File: src/rtl/picobello_mesh_link_slice.sv
// Elastic link slice for one mesh hop: NumCuts 2-entry skid stages on each of the
// req/rsp/wide channels, plus per-channel output flit and backpressure counters.
module picobello_mesh_link_slice #(
    parameter int unsigned NumCuts   = 1,
    parameter int unsigned ReqWidth  = 128,
    parameter int unsigned RspWidth  = 128,
    parameter int unsigned WideWidth = 600,
    parameter int unsigned CntWidth  = 32
) (
    input  logic                 clk_i,
    input  logic                 rst_i,

    input  logic                 req_valid_i,
    output logic                 req_ready_o,
    input  logic [ReqWidth-1:0]  req_data_i,
    output logic                 req_valid_o,
    input  logic                 req_ready_i,
    output logic [ReqWidth-1:0]  req_data_o,

    input  logic                 rsp_valid_i,
    output logic                 rsp_ready_o,
    input  logic [RspWidth-1:0]  rsp_data_i,
    output logic                 rsp_valid_o,
    input  logic                 rsp_ready_i,
    output logic [RspWidth-1:0]  rsp_data_o,

    input  logic                 wide_valid_i,
    output logic                 wide_ready_o,
    input  logic [WideWidth-1:0] wide_data_i,
    output logic                 wide_valid_o,
    input  logic                 wide_ready_i,
    output logic [WideWidth-1:0] wide_data_o,

    input  logic                 cnt_clear_i,
    output logic [CntWidth-1:0]  req_flits_o,
    output logic [CntWidth-1:0]  rsp_flits_o,
    output logic [CntWidth-1:0]  wide_flits_o,
    output logic [CntWidth-1:0]  req_stalls_o,
    output logic [CntWidth-1:0]  rsp_stalls_o,
    output logic [CntWidth-1:0]  wide_stalls_o
);

    for (genvar c = 0; c < 3; c++) begin : g_ch
        localparam int unsigned W = (c == 0) ? ReqWidth : (c == 1) ? RspWidth : WideWidth;

        // Link k feeds stage k; link NumCuts is the channel output.
        logic [NumCuts:0]        link_valid;
        logic [NumCuts:0]        link_ready;
        logic [NumCuts:0][W-1:0] link_data;

        logic                    out_fire;
        logic                    out_stall;
        logic [CntWidth-1:0]     flits_q, flits_d;
        logic [CntWidth-1:0]     stalls_q, stalls_d;

        if (c == 0) begin : g_req
            assign link_valid[0]       = req_valid_i;
            assign link_data[0]        = req_data_i;
            assign req_ready_o         = link_ready[0];
            assign req_valid_o         = link_valid[NumCuts];
            assign req_data_o          = link_data[NumCuts];
            assign link_ready[NumCuts] = req_ready_i;
            assign req_flits_o         = flits_q;
            assign req_stalls_o        = stalls_q;
        end else if (c == 1) begin : g_rsp
            assign link_valid[0]       = rsp_valid_i;
            assign link_data[0]        = rsp_data_i;
            assign rsp_ready_o         = link_ready[0];
            assign rsp_valid_o         = link_valid[NumCuts];
            assign rsp_data_o          = link_data[NumCuts];
            assign link_ready[NumCuts] = rsp_ready_i;
            assign rsp_flits_o         = flits_q;
            assign rsp_stalls_o        = stalls_q;
        end else begin : g_wide
            assign link_valid[0]       = wide_valid_i;
            assign link_data[0]        = wide_data_i;
            assign wide_ready_o        = link_ready[0];
            assign wide_valid_o        = link_valid[NumCuts];
            assign wide_data_o         = link_data[NumCuts];
            assign link_ready[NumCuts] = wide_ready_i;
            assign wide_flits_o        = flits_q;
            assign wide_stalls_o       = stalls_q;
        end

        for (genvar k = 0; k < NumCuts; k++) begin : g_cut
            logic [1:0]   occ_q, occ_d;
            logic [W-1:0] main_q, main_d;
            logic [W-1:0] skid_q, skid_d;
            logic         in_ready;
            logic         out_valid;
            logic         push;
            logic         pop;

            // Both handshake sides decode the occupancy register only; reset masks them.
            assign in_ready  = (occ_q != 2'd2) && !rst_i;
            assign out_valid = (occ_q != 2'd0) && !rst_i;
            assign push      = link_valid[k] && in_ready;
            assign pop       = out_valid && link_ready[k+1];

            always_comb begin
                occ_d  = occ_q;
                main_d = main_q;
                skid_d = skid_q;
                unique case ({push, pop})
                    2'b10: begin
                        if (occ_q == 2'd0) main_d = link_data[k];
                        else               skid_d = link_data[k];
                        occ_d = occ_q + 2'd1;
                    end
                    2'b01: begin
                        main_d = skid_q;
                        occ_d  = occ_q - 2'd1;
                    end
                    2'b11: begin
                        if (occ_q == 2'd1) begin
                            main_d = link_data[k];
                        end else begin
                            main_d = skid_q;
                            skid_d = link_data[k];
                        end
                    end
                    default: ;
                endcase
            end

            always_ff @(posedge clk_i) begin
                if (rst_i) begin
                    occ_q  <= '0;
                    main_q <= '0;
                    skid_q <= '0;
                end else begin
                    occ_q  <= occ_d;
                    main_q <= main_d;
                    skid_q <= skid_d;
                end
            end

            assign link_ready[k]   = in_ready;
            assign link_valid[k+1] = out_valid;
            assign link_data[k+1]  = main_q;
        end

        assign out_fire  = link_valid[NumCuts] && link_ready[NumCuts];
        assign out_stall = link_valid[NumCuts] && !link_ready[NumCuts];

        // Counters wrap rather than saturate.
        always_comb begin
            flits_d  = flits_q;
            stalls_d = stalls_q;
            if (out_fire)  flits_d  = flits_q + CntWidth'(1);
            if (out_stall) stalls_d = stalls_q + CntWidth'(1);
        end

        // Clear wins over a same-cycle increment.
        always_ff @(posedge clk_i) begin
            if (rst_i || cnt_clear_i) begin
                flits_q  <= '0;
                stalls_q <= '0;
            end else begin
                flits_q  <= flits_d;
                stalls_q <= stalls_d;
            end
        end
    end

endmodule

File: config.mk
export PLATFORM = sky130hd
export DESIGN_NAME = picobello_mesh_link_slice
export DESIGN_NICKNAME = d
export VERILOG_FILES = /design/src/rtl/picobello_mesh_link_slice.sv
export SDC_FILE = /design/constraint.sdc
export NUM_CORES = 2
export LEC_CHECK = 0
export CAP_MARGIN = 20
export CORE_AREA = 2 2 757 759
export CTS_CLUSTER_DIAMETER = 60
export DETAILED_ROUTE_END_ITERATION = 7
export DIE_AREA = 0 0 759 761
export PLACE_DENSITY = 0.42
export REMOVE_ABC_BUFFERS = 1
export SLEW_MARGIN = 20
export SYNTH_ARGS = -nofsm -noshare
export SYNTH_HDL_FRONTEND = slang
export SYNTH_SLANG_ARGS = --single-unit
File: constraint.sdc
create_clock -name clk_i -period 2.8 [get_ports clk_i]
set_clock_uncertainty 0.2 [all_clocks]
set_input_delay 0.42 -clock clk_i [delete_from_list [all_inputs] [get_ports clk_i]]
set_output_delay 0.42 -clock clk_i [all_outputs]
set_load 0.02 [all_outputs]
Placed cells, one colour a class:
The bar under the picture is 200 microns long. Fill, decap, tap and diode cells in grey.
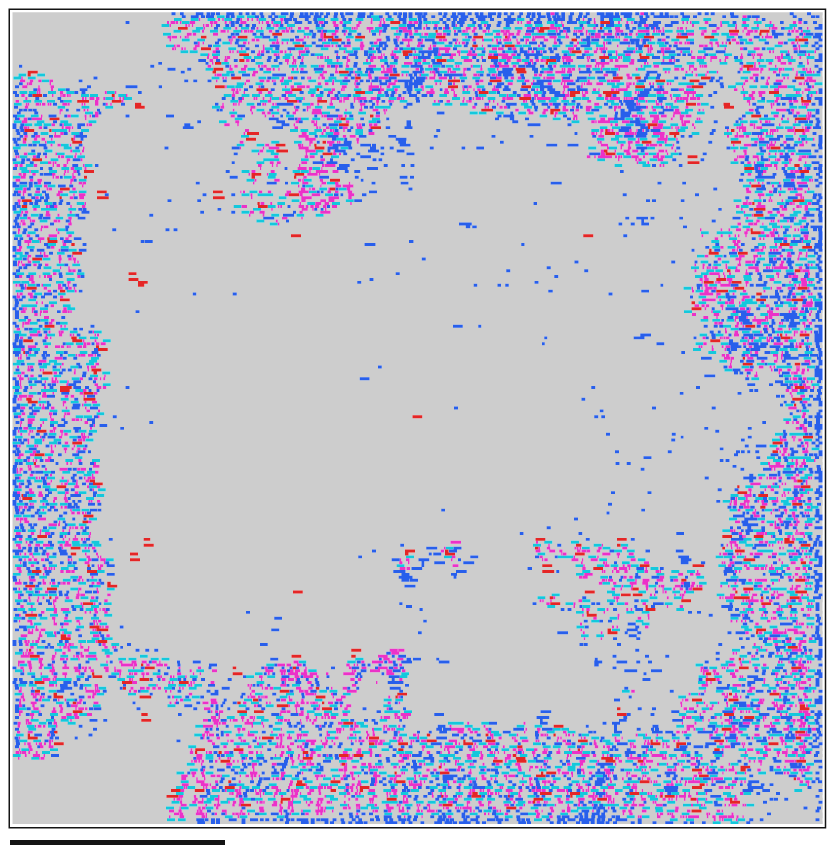
Red shows clock drivers and dummy loads, cells 479. Magenta shows remaining logic cells, cells 5995. Blue shows remaining buffers and delay cells, cells 3764. Cyan shows registers, cells 1910.

Clock nets:
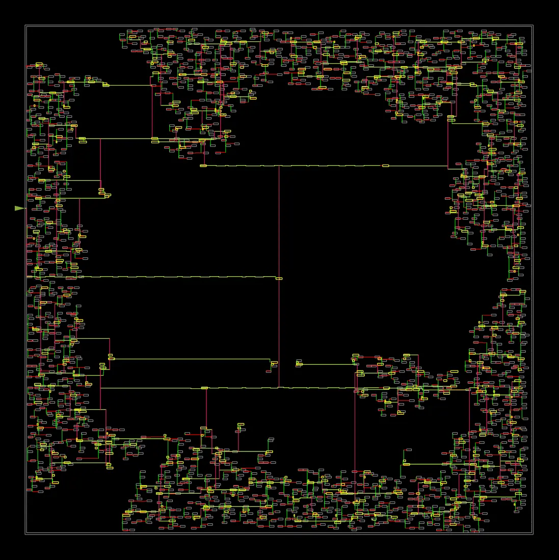
Late-Pin Clk Latency: 0.91 ns
clock buffers: 367
CTS buffer count: 275
clock sinks: 1910
Clock net power: 0.0359 W

The metal 2 layer:
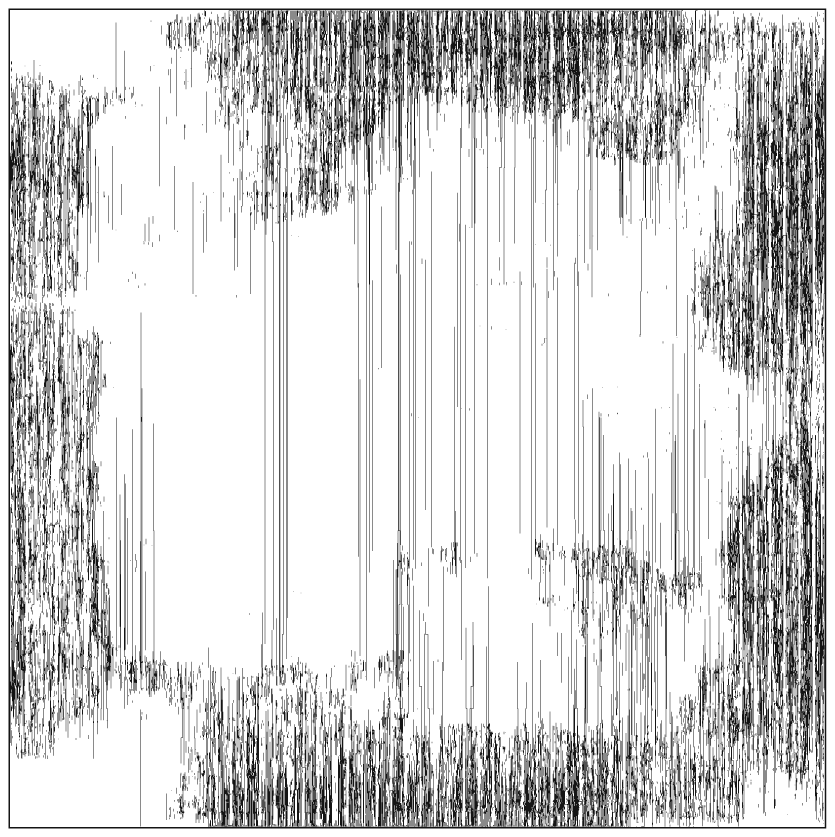
The longest straight run is 517 microns. 10661 nets have wire on it. The wires run mostly vertical. The layer holds 46% of the routed length. The layer carries 225 mm of wire.

## what timing repair did
action | CTS | global route
hold buffers | 802 | 0
endpoints found under the hold margin | 1368 | 0
setup buffers | 140 | 86
pin swaps | 52 | 152
cloned | 96 | 83
endpoints found under the setup margin | 1535 | 1754
gates resized | 627 | 529
## layer usage
| metal | wire length (microns) | part of all wire (%) | up-vias | GRT usage (%) |
|---|---|---|---|---|
| met5 | 182 | 0.037 | - | 0 |
| met4 | 22200 | 4.5 | 28 | 5.85 |
| met3 | 39100 | 8.0 | 722 | 4.67 |
| met2 | 225000 | 46 | 3118 | 25.4 |
| met1 | 203000 | 41 | 39762 | 19.0 |
| li1 | - | - | 37296 | - |
## power groups by stage
stage | logic [W] | clock network (W) | registers (W)
2_1_floorplan | 0.00811 | 0 | 0.0329
3_3_place_gp | 0.0223 | 0 | 0.0331
3_5_place_dp | 0.0223 | 0 | 0.0331
4_1_cts | 0.0268 | 0.0369 | 0.0327
5_1_grt | 0.0303 | 0.0379 | 0.0330
6_report | 0.0287 | 0.0359 | 0.0327
## flip-flops by register name (all words and copies together) (netlist names)
register and count:
g_ch.g_cut.skid_q 856, wide_data_o 600, req_data_o 128, rsp_data_o 128, req_flits_o 32, req_stalls_o 32, rsp_flits_o 32, rsp_stalls_o 32
wide_flits_o 32, wide_stalls_o 32, g_ch.g_cut.occ_q 6
## layout make-up
class                      instances  area share [%]
antenna                           90           0.168
clock buffer                     367            5.79
clock inverter                   112            1.09
inverter                          39           0.116
multi-input combinational       5956            25.8
sequential                      1910            28.4
tap                             7560            7.04
timing repair buffer            3764            31.6
## cells in the final DEF, fill, tap and decap left out, types with 75 or more instances in the layout
master,Yosys,routed
xor2_1,93,93
nor3_1,886,812
a221oi_1,856,606
clkbuf_16,0,346
a21oi_2,0,75
diode_2,0,90
nor3_2,2,76
clkdlybuf4s50_1,0,1876
nand2_1,1793,1712
buf_4,0,528
a21oi_1,888,807
xnor2_1,77,77
nor2_1,1062,1012
a221oi_2,0,194
dlygate4sd3_1,0,802
buf_12,0,192
dfxtp_1,1910,1906
buf_16,0,135
buf_6,1,79
## synth_stat cells (3+ instances only)
cell type  number  area (sq um)
a211oi_1        3          22.5
a21o_1          3          22.5
a21oi_1       888          4440
a221oi_1      856          7500
and2_1         10          62.6
and3_1         23           144
and4_1         19           166
buf_1          40           150
buf_2          95           475
clkbuf_1      660          2480
dfxtp_1      1910         38200
ha_1           27           338
inv_1          38           143
nand2_1      1793          6730
nand3_1        54           270
nand4_1        64           400
nand4b_1        3          26.3
nor2_1       1062          3990
nor3_1        886          4430
nor4_1         17           106
nor4_4          3          63.8
o211ai_1        4          30.0
o21ai_0        19          95.1
o31ai_1         3          22.5
or3_1          18           113
or4_1           6          45.0
xnor2_1        77           674
xor2_1         93           815
## metrics by stage
step | setup TNS [ns] | total power (W)
after CTS | -186.46 | 0.0963
after detailed placement | -1267.61 | 0.0554
final | -105.81 | 0.0972
after floorplan | - | 0.0411
after global routing | -307.46 | 0.101
after global placement | -1333.93 | 0.0554
==> qor.csv <==
stage;metric;value;unit
job;warnings;55;
final_layout;stdcell_area;134000;sq um
pwr;leakagePower;47.6;nW
final_timing;drv_slew;0;
setup_path;r2r_slack;-0.24;ns
synthesis;ys_sh_mux;0.0277;%
setup_path;start_kind;flip-flop;
synthesis;simple_gate_share;23.2;%
die;core;570000;sq um
setup_path;crit_path_end_kind;flip-flop;
synthesis;ys_chip_area;72200;sq um
pwr;vdd_drop_max;0.425;mV
synthesis;ys_async_sr_fraction;0;%
final_timing;tightest_slew;1.23;ns
global_route;track_usage;15.5;%
final_layout;drive_gt1_share;17.2;%
setup_path;cp.depth;16;
final_timing;whs;0.0597;ns
setup_path;crit_chain;inv_4, ha_4, nor2_4, nand2_4, buf_6, ha_4, buf_6, nand2_4, buf_6, o211ai_1, buf_4, buf_8, buf_16, clkbuf_16, nand2_1, a21oi_2;
global_route;antenna_found_initial;125;
synthesis;ys_warn_count;0;
setup_path;rr_endpoint;g_ch[2].g_cut[0].skid_q[342]$_SDFFE_PP0P_;
clocking;clk_pin_slew;0.06;ns
setup_path;crit_fanout;21;
pwr;p_comb_share;29.5;%
setup_path;crit_top_cell;buf_6;
pwr;clkPwrFrac;36.9;%
setup_path;cpPeakStageDelay;0.35;ns
placement;dp_cells;18066;
global_route;overflow;0;
final_timing;setup_slack;-0.244;ns
min_path;min_from;wide_data_i[179];
pwr;p_int;0.0645;W
min_path;hold-path-endpoint;g_ch[2].g_cut[0].skid_q[179]$_SDFFE_PP0P_;
final_timing;fin_crit;3.04;ns
detailed_routing;dr.first_iter.drc_count;6182;
detailed_routing;ant_nets;0;
setup_path;rr_worst_depth;16;
pwr;swShare;33.7;%
final_layout;fin_cells;19798;
synthesis;topCombFamilyByArea;simple AND/OR/NAND/NOR gates;
placement;hpwl;346000;microns
detailed_routing;vias;80926;
final_layout;post-route-util;23.6;%
placement;numPortBuffers;1918;
synthesis;ys_sh_aoi;16.8;%
setup_path;rr_startpoint;g_ch[2].g_cut[0].occ_q[0]$_SDFFE_PP0P_;
clocking;cts_tree;yes;
final_layout;n_fill_cell;62010;
pwr;p_sw;0.0327;W
die;die_x;759;microns
global_route;grt_pass1_vias;77483;
clocking;clk_path_buf_depth;4;
global_route;grt_max_degree;196;
final_timing;rsz0062_at_grt;true;
outcome;outcome;complete, but fails checks;
synthesis;syn-cell-area;72200;sq um
final_timing;setup_violations;1060;
setup_path;path_class;reg -> reg;
setup_path;cp.arrival;3.60;ns
die;io_pins;1919;
job;drv_cap;0;
final_layout;regArea;38200;sq um
synthesis;postSynthCellCount;8701;
synthesis;synth-edff-count;0;
min_path;min_path_type;in -> reg;
final_layout;final-comb-area;34700;sq um
setup_path;critPathSlowestCell;dfxtp_2;
outcome;violations;negative setup slack;
synthesis;synthFlopType;dfxtp_1;
detailed_routing;avgRoutedWirePerCell;24.7;microns
Power figures rest on the tool's default switching activity, not on a simulated workload.
